==> src/rtl/snn_pkg.sv <==
// Shared configuration and types for the SNN core time-step sequencer.
package snn_pkg;

  function automatic int sel_width(input int blocks);
    return (blocks > 1) ? $clog2(blocks) : 1;
  endfunction

  function automatic int frame_bytes(input int bits);
    return (bits + 7) / 8;
  endfunction

  localparam int N  = 4;
  localparam int T  = 1;
  localparam int TS = 239;
  localparam int TA = sel_width(T);
  localparam int NN = frame_bytes(N * T);
  localparam int NU = $clog2(TS + 1);

  typedef enum logic [1:0] {IDLE, ISSUE, WAIT, EMIT} sched_state_t;

  typedef logic [N*T-1:0] spike_frame_t;

endpackage

==> src/rtl/snn_step_scheduler_if.sv <==
// AXI4-Stream spike-frame channel between the step scheduler and its consumer.
interface snn_step_scheduler_if #(
  parameter int NN = snn_pkg::NN,
  parameter int NU = snn_pkg::NU
) ();

  logic [8*NN-1:0] tdata;
  logic [NU-1:0]   tuser;
  logic            tvalid;
  logic            tready;
  logic            tlast;

  modport master (output tdata, tuser, tvalid, tlast, input tready);
  modport slave  (input tdata, tuser, tvalid, tlast, output tready);

endinterface

==> src/rtl/snn_frame_packer.sv <==
// Places the collected N*T spike bits into the low end of a byte-wide tdata word.
module snn_frame_packer #(
  parameter int N  = snn_pkg::N,
  parameter int T  = snn_pkg::T,
  parameter int NN = snn_pkg::NN
) (
  input  logic [N*T-1:0]  spikes,
  output logic [8*NN-1:0] tdata
);

  // NOTE: assign every combinational output a default first so no path can infer a latch.
  always_comb begin
    tdata            = '0;
    tdata[N*T-1:0]   = spikes;
  end

endmodule

==> src/rtl/snn_step_scheduler.sv <==
// Time-step sequencer: per step, updates blocks 0..T-1 then streams one spike frame.
// Optional abort support is compiled in with SNN_STEP_SCHEDULER_ABORT_EN.
module snn_step_scheduler
  import snn_pkg::*;
#(
  parameter int N  = snn_pkg::N,
  parameter int T  = snn_pkg::T,
  parameter int TS = snn_pkg::TS,
  parameter int TA = sel_width(T),
  parameter int NN = frame_bytes(N * T),
  parameter int NU = $clog2(TS + 1)
) (
  input  logic                aclk,
  input  logic                aresetn,
  input  logic                start,
  output logic                busy,
  output logic                done,
  output logic [TA-1:0]       blk_sel,
  output logic                blk_go,
  input  logic                blk_done,
  input  logic [N-1:0]        blk_spikes,
`ifdef SNN_STEP_SCHEDULER_ABORT_EN
  input  logic                abort,
  output logic                aborted,
`endif
  snn_step_scheduler_if.master m_axis
);

  typedef logic [N*T-1:0] frame_t;

  sched_state_t  state_q, state_d;
  logic [NU-1:0] step_q, step_d;
  logic [TA-1:0] blk_sel_q, blk_sel_d;
  frame_t        spike_q, spike_d;
  logic          busy_q, busy_d;
  logic          done_q, done_d;
  logic          go_q, go_d;
  logic          tvalid_q, tvalid_d;
  logic          tlast_q, tlast_d;
  logic          abort_pend_q, abort_pend_d;
  logic          abort_req;
  logic          last_blk;
  logic          last_step;
  logic [8*NN-1:0] tdata_w;

`ifdef SNN_STEP_SCHEDULER_ABORT_EN
  logic aborted_q, aborted_d;
  assign abort_req = abort;
`else
  assign abort_req = 1'b0;
`endif

  assign last_blk  = (blk_sel_q == TA'(T - 1));
  assign last_step = (step_q == NU'(TS - 1));

  always_comb begin
    state_d      = state_q;
    step_d       = step_q;
    blk_sel_d    = blk_sel_q;
    spike_d      = spike_q;
    tlast_d      = tlast_q;
    abort_pend_d = abort_pend_q;
    done_d       = 1'b0;

    unique case (state_q)
      IDLE: begin
        if (start) begin
          state_d      = ISSUE;
          step_d       = '0;
          blk_sel_d    = '0;
          spike_d      = '0;
          abort_pend_d = 1'b0;
        end
      end
      ISSUE: begin
        if (abort_req) begin
          state_d = IDLE;
          done_d  = 1'b1;
        end else begin
          state_d = WAIT;
        end
      end
      WAIT: begin
        if (abort_req) begin
          state_d = IDLE;
          done_d  = 1'b1;
        end else if (blk_done) begin
          spike_d[int'(blk_sel_q)*N +: N] = blk_spikes;
          if (last_blk) begin
            state_d = EMIT;
            tlast_d = last_step;
          end else begin
            blk_sel_d = blk_sel_q + TA'(1);
            state_d   = ISSUE;
          end
        end
      end
      EMIT: begin
        // An abort seen while stalled turns the pending frame into the final one.
        if (abort_req) begin
          abort_pend_d = 1'b1;
          tlast_d      = 1'b1;
        end
        if (m_axis.tready) begin
          tlast_d = 1'b0;
          if (last_step || abort_req || abort_pend_q) begin
            state_d      = IDLE;
            done_d       = 1'b1;
            abort_pend_d = 1'b0;
          end else begin
            step_d    = step_q + NU'(1);
            blk_sel_d = '0;
            spike_d   = '0;
            state_d   = ISSUE;
          end
        end
      end
      default: state_d = IDLE;
    endcase

    // Outputs are registered from the next state so they line up with it.
    busy_d   = (state_d != IDLE);
    go_d     = (state_d == ISSUE);
    tvalid_d = (state_d == EMIT);
`ifdef SNN_STEP_SCHEDULER_ABORT_EN
    aborted_d = done_d && (abort_req || abort_pend_q);
`endif
  end

  // NOTE: sequential state uses non-blocking assignments so every flop samples pre-edge values.
  always_ff @(posedge aclk) begin
    if (!aresetn) begin
      state_q      <= IDLE;
      step_q       <= '0;
      blk_sel_q    <= '0;
      spike_q      <= '0;
      busy_q       <= 1'b0;
      done_q       <= 1'b0;
      go_q         <= 1'b0;
      tvalid_q     <= 1'b0;
      tlast_q      <= 1'b0;
      abort_pend_q <= 1'b0;
`ifdef SNN_STEP_SCHEDULER_ABORT_EN
      aborted_q    <= 1'b0;
`endif
    end else begin
      state_q      <= state_d;
      step_q       <= step_d;
      blk_sel_q    <= blk_sel_d;
      spike_q      <= spike_d;
      busy_q       <= busy_d;
      done_q       <= done_d;
      go_q         <= go_d;
      tvalid_q     <= tvalid_d;
      tlast_q      <= tlast_d;
      abort_pend_q <= abort_pend_d;
`ifdef SNN_STEP_SCHEDULER_ABORT_EN
      aborted_q    <= aborted_d;
`endif
    end
  end

  snn_frame_packer #(
    .N  (N),
    .T  (T),
    .NN (NN)
  ) u_packer (
    .spikes (spike_q),
    .tdata  (tdata_w)
  );

  assign busy          = busy_q;
  assign done          = done_q;
  assign blk_sel       = blk_sel_q;
  assign blk_go        = go_q & ~abort_req;
  assign m_axis.tdata  = tdata_w;
  assign m_axis.tuser  = step_q;
  assign m_axis.tvalid = tvalid_q;
  assign m_axis.tlast  = tlast_q;
`ifdef SNN_STEP_SCHEDULER_ABORT_EN
  assign aborted       = aborted_q;
`endif

endmodule

==> src/flat_wrapper.sv <==
// flat-port wrapper written by rule: the top's interface ports become plain ports
module snn_step_scheduler_flat import snn_pkg::*;
#(
  parameter int N  = snn_pkg::N,
  parameter int T  = snn_pkg::T,
  parameter int TS = snn_pkg::TS,
  parameter int TA = sel_width(T),
  parameter int NN = frame_bytes(N * T),
  parameter int NU = $clog2(TS + 1)
)
  (aclk, aresetn, start, busy, done, blk_sel, blk_go, blk_done, blk_spikes, m_axis_tdata, m_axis_tuser, m_axis_tvalid, m_axis_tlast, m_axis_tready);
  snn_step_scheduler_if #(.NN(NN), .NU(NU)) m_axis_i ();
  input  logic aclk;
  input  logic aresetn;
  input  logic start;
  output logic busy;
  output logic done;
  output logic [TA-1:0] blk_sel;
  output logic blk_go;
  input  logic blk_done;
  input  logic [N-1:0] blk_spikes;
  output wire logic [$bits(m_axis_i.tdata)-1:0] m_axis_tdata;
  output wire logic [$bits(m_axis_i.tuser)-1:0] m_axis_tuser;
  output wire logic [$bits(m_axis_i.tvalid)-1:0] m_axis_tvalid;
  output wire logic [$bits(m_axis_i.tlast)-1:0] m_axis_tlast;
  input wire logic [$bits(m_axis_i.tready)-1:0] m_axis_tready;
  assign m_axis_tdata = m_axis_i.tdata;
  assign m_axis_tuser = m_axis_i.tuser;
  assign m_axis_tvalid = m_axis_i.tvalid;
  assign m_axis_tlast = m_axis_i.tlast;
  assign m_axis_i.tready = m_axis_tready;
  snn_step_scheduler #(.N(N), .T(T), .TS(TS), .TA(TA), .NN(NN), .NU(NU)) u_core (.aclk(aclk), .aresetn(aresetn), .start(start), .busy(busy), .done(done), .blk_sel(blk_sel), .blk_go(blk_go), .blk_done(blk_done), .blk_spikes(blk_spikes), .m_axis(m_axis_i));
endmodule
==> config.mk <==
export PLATFORM = sky130hd
export DESIGN_NAME = snn_step_scheduler_flat
export DESIGN_NICKNAME = d
export VERILOG_FILES = /design/src/rtl/snn_pkg.sv /design/src/rtl/snn_step_scheduler_if.sv /design/src/rtl/snn_frame_packer.sv /design/src/rtl/snn_step_scheduler.sv /design/src/flat_wrapper.sv
export SDC_FILE = /design/constraint.sdc
export NUM_CORES = 1
export LEC_CHECK = 0
export ABC_AREA = 0
export CAP_MARGIN = 25
export CORE_MARGIN = 3
export CORE_UTILIZATION = 40
export CTS_BUF_LIST = sky130_fd_sc_hd__clkbuf_2 sky130_fd_sc_hd__clkbuf_4 sky130_fd_sc_hd__clkbuf_8
export DETAILED_ROUTE_END_ITERATION = 6
export GPL_ROUTABILITY_DRIVEN = 0
export GPL_TIMING_DRIVEN = 0
export MAX_ROUTING_LAYER = met4
export PLACE_DENSITY = 0.66
export SYNTH_ARGS = -nofsm -noshare
export SYNTH_HDL_FRONTEND = slang
export SYNTH_SLANG_ARGS = --single-unit
==> constraint.sdc <==
create_clock -name aclk -period 1.8 [get_ports aclk]
set_input_delay 0.36 -clock aclk [delete_from_list [all_inputs] [get_ports aclk]]
set_output_delay 0.36 -clock aclk [all_outputs]
set_load 0.02 [all_outputs]
==> impl_metrics.py <==
# Auto-generated metrics
metrics = {
    "detailed_routing": {
        "postRouteWirelength_um": 2330,
        "dr.pass1.iters": 4,
        "drtAntennaViolNets": 0,
        "drtIter0Drc": 29,
        "route.detailed.drc": 0,
        "route.vias.total": 952,
    },
    "worst_setup_path": {
        "critPathKind": "flop to output port",
        "path_max_fanout": 6,
        "cp_slowest_cell": "clkdlybuf4s50_1",
        "cp_top_family": "buffers and inverters",
        "cp.required_ns": 1.44,
        "critPathArrivalTime_ns": 1.36,
        "crit_path_cell_trace": "clkdlybuf4s50_1",
        "start_kind": "flop",
        "endpoint_kind": "output port",
    },
    "job": {
        "warnings": 27,
        "cap_violations": 0,
    },
    "synthesis": {
        "edf_count": 0,
        "area_leaders": "dfxtp_1, mux2i_1, nand3_1",
        "ys.flop_type": "dfxtp_1",
        "synthArstFlopShare_pct": 0,
        "synth_area_per_cell_um2": 8.72,
        "yosys_cells": 117,
        "top_cell": "dfxtp_1",
        "ys_area_um2": 1020,
        "synth_cell_type_count": 34,
        "top_area_share_pct": 37.3,
        "yosys.stat.seqShare_pct": 37.3,
        "common_cells": "dfxtp_1, nand3_1, a21oi_1, nand4_1, o21ai_0",
        "syn_inst": 117,
        "syn-cell-area_um2": 1020,
        "ys_ff": 19,
        "yosys_warnings": 0,
    },
    "global_routing": {
        "grt_max_degree": 11,
        "grt_pass1_vias": 869,
        "grt_util_all_layers_pct": 15.5,
        "grt_overflow": 0,
        "grt_pass1_wl_um": 3880,
    },
    "cts": {
        "cts_num_sinks": 19,
        "clk_pin_slew_worst_paths_ns": 0.10,
        "clk_latency_ns": 0.29,
        "cts_buffer_depth": 2,
        "htreeDepth": 1,
        "cts-root-buf": "clkbuf_4",
        "tritoncts": "yes",
        "cts_made_buffers": 3,
        "cts_hold_buf": 0,
    },
    "final_layout": {
        "area.sequential_um2": 383,
        "final_cells": 177,
        "drive_gt1_share_pct": 12.8,
        "nNetsFinal": 161,
        "area_growth_pct": 32.1,
        "post-route-cell-area_um2": 1350,
        "diodes": 0,
        "comb_area_um2": 578,
        "num-fill-cells": 210,
    },
    "floorplan": {
        "die_w_um": 56.5,
        "ios": 31,
        "die_h_um": 56.5,
        "rows": 17,
        "fp_util_pct": 44.0,
        "die-area_um2": 3190,
    },
    "place": {
        "pre_cts_ws_ns": -0.0800,
        "post_dp_cell_area_um2": 1310,
        "io_buffers": 24,
        "post-place-cells": 173,
        "dpl.hpwl_um": 1810,
    },
    "power": {
        "internal_power_uw": 605,
        "peakVddDrop_v": 0.000576,
        "p_comb_share_pct": 18.9,
        "power.switching_uw": 225,
        "switching_share_pct": 27.1,
        "p_seq_share_pct": 53.7,
        "clkPwrFrac_pct": 27.4,
        "p_per_area_nw_per_um2": 616,
        "p_leak_uw": 0.000536,
    },
    "final_timing": {
        "fin_crit_ns": 1.72,
        "setup_ws_ns": 0.0811,
        "drv_slew": 0,
        "finalClockPeriodUsage_pct": 95.5,
        "setup-violations-final": 0,
        "rsz0062_at_grt": "no",
        "hold_viol": 0,
        "skew_ns": 0.00630,
    },
    "hold_path": {
        "hold_class": "input pin to flop",
    },
    "status": {
        "status": "completed",
    },
}
## stage by stage
stage,power (uW),hold slack [ns],TNS [ns]
2_1_floorplan,554,0.479,0
3_3_place_gp,610,0.485,-0.535
3_5_place_dp,612,0.498,-0.627
4_1_cts,835,0.432,0
5_1_grt,874,0.477,0
6_report,830,0.455,0
## worst register-to-register path, cell delays in order (launching register included)
cell	delay, ns
dfxtp_1	0.43
inv_1	0.09
ha_1	0.22
and3b_1	0.21
a211oi_1	0.34
mux2i_1	0.22
## layer usage
metal,GRT usage (%),routed length (um)
met2,21.8,1050
met1,22.3,1170
met3,4.14,94
met5,-,0
met4,3.05,15
## registers in the layout, indices dropped and copies added, names as in the netlist
name                  flops
u_core.blk_go             1
u_core.busy               1
u_core.done               1
u_core.m_axis.tlast       1
u_core.m_axis.tuser       8
u_core.m_axis.tvalid      1
u_core.spike_q            4
u_core.state_q            2
## layout by cell type, fill, tap and decap left out, types with 3 or more instances in the layout
master,netlist,layout
clkbuf_4,0,4
mux2i_1,5,5
nand3b_1,4,4
dfxtp_1,19,17
a32oi_1,4,4
conb_1,1,5
nand3_1,10,10
buf_4,5,5
nand2_1,4,4
clkdlybuf4s50_1,0,22
clkbuf_1,3,3
buf_2,4,4
and3_1,3,3
a21oi_1,8,8
o21ai_0,6,6
nor2b_1,5,5
nand4_1,8,8
## worst paths after layout
check        slack, ns                    from  cells after the start                     end
max               0.08  u_core.m_axis.tuser[1]                      1         m_axis_tuser[1]
max reg2reg       0.24  u_core.m_axis.tuser[0]                      5  u_core.m_axis.tuser[4]
min               0.46                 aresetn                      3       u_core.spike_q[0]
min reg2reg       0.51     u_core.m_axis.tlast                      2     u_core.m_axis.tlast
## power groups by stage
stage | clock, uW | combinational (uW) | sequential, uW
after floorplan | 0 | 87.5 | 467
after global placement | 0 | 155 | 455
after detailed placement | 0 | 156 | 455
after CTS | 233 | 157 | 446
after global routing | 254 | 172 | 448
final | 227 | 157 | 445
## cells by family (layout without fill, tap and decap cells)
kind of cell	Yosys count	count (layout)	synth area share, %
AOI/OAI and AO/OA	26	26	16.3
adders and majority gates	2	2	2.45
buffers and inverters	14	42	7.49
DFF	19	19	37.3
muxes	6	6	6.01
other	1	5	0.368
and+or+nand+nor	49	49	30.1
## final cells by class
| type | count | area share, % |
|---|---|---|
| flip-flops and latches | 19 | 28.4 |
| multi-input cells | 88 | 42.9 |
| well taps | 28 | 2.60 |
| inverters | 2 | 0.557 |
| clock buffers | 4 | 2.23 |
| plain buffers | 12 | 5.11 |
| repair buffers | 24 | 18.2 |
## what timing repair did
action / CTS / global route
resized: 0 / 4
setup endpoints to repair: 0 / 4
buffers inserted: 0 / 0
**Sequential cells colored by netlist name**

Other sequential cells in the stronger gray, the rest of the logic in the fainter gray.
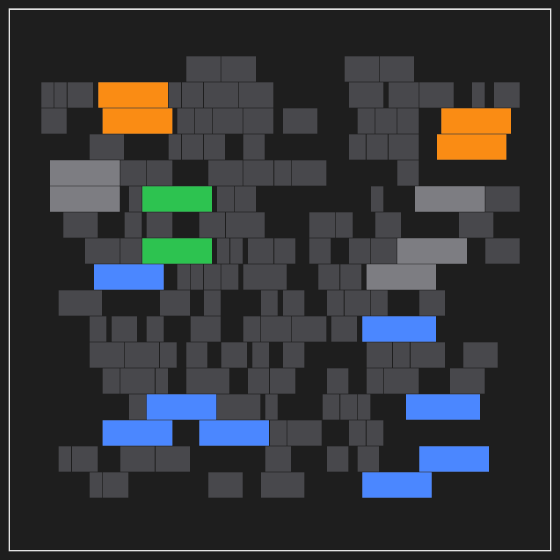
u_core.state_q -> green  # sequential cells 2
u_core.m_axis.tuser -> blue  # sequential cells 8
u_core.spike_q -> orange  # sequential cells 4
not colored = 5

**Nets reached from selected ports**

The bar under the picture is 20 um long.
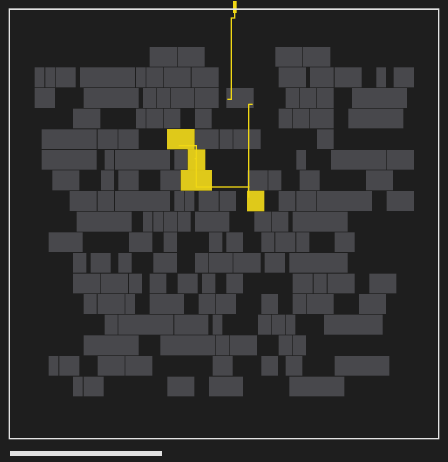
blk_done -> yellow  # bits 1, direction input, end cells 4, buffers 1, wire 39.8 um

**Routing congestion**

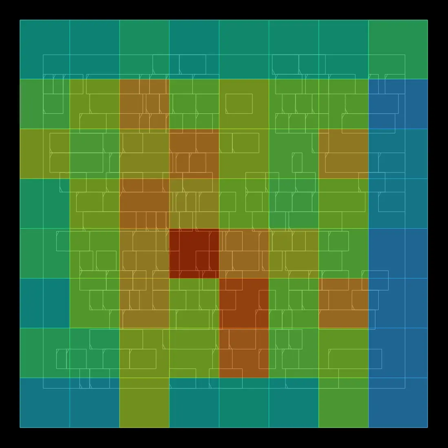
GR Util met1: 22.3%
GRT met2 Usage: 21.8%
met3 GRT Util: 4.14%
Core Util, Final: 58.1%
wire per inst: 13.1 um

**M1 wires**

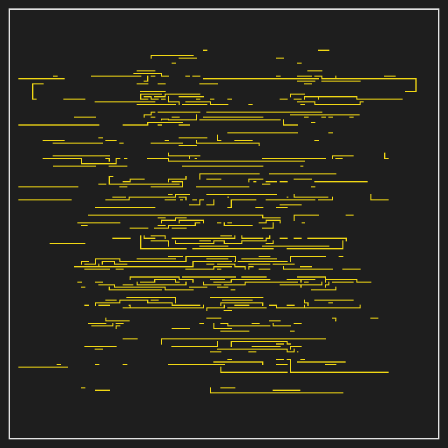
wire length on this layer = 1170 um
main direction = horizontal
longest straight run = 23.0 um
share of all routed wire = 50%
nets with wire on the layer = 144

**Clock distribution**

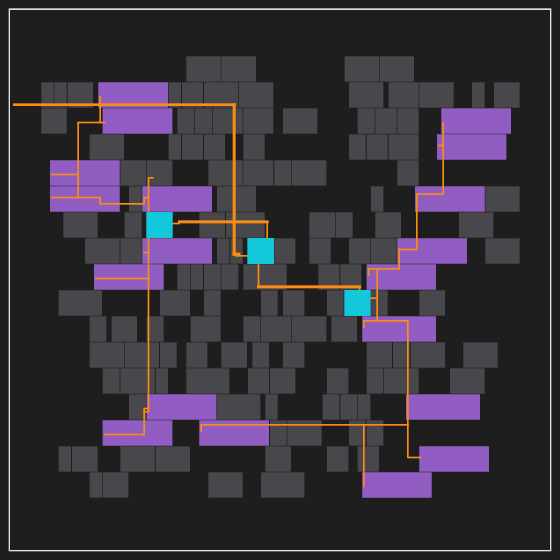
flip-flops -> purple  # count 19
clock wires -> orange  # length 222 um
clock-net drivers -> cyan  # count 3
routed clock nets = 4

Power figures rest on the tool's default switching activity, not on a simulated workload.
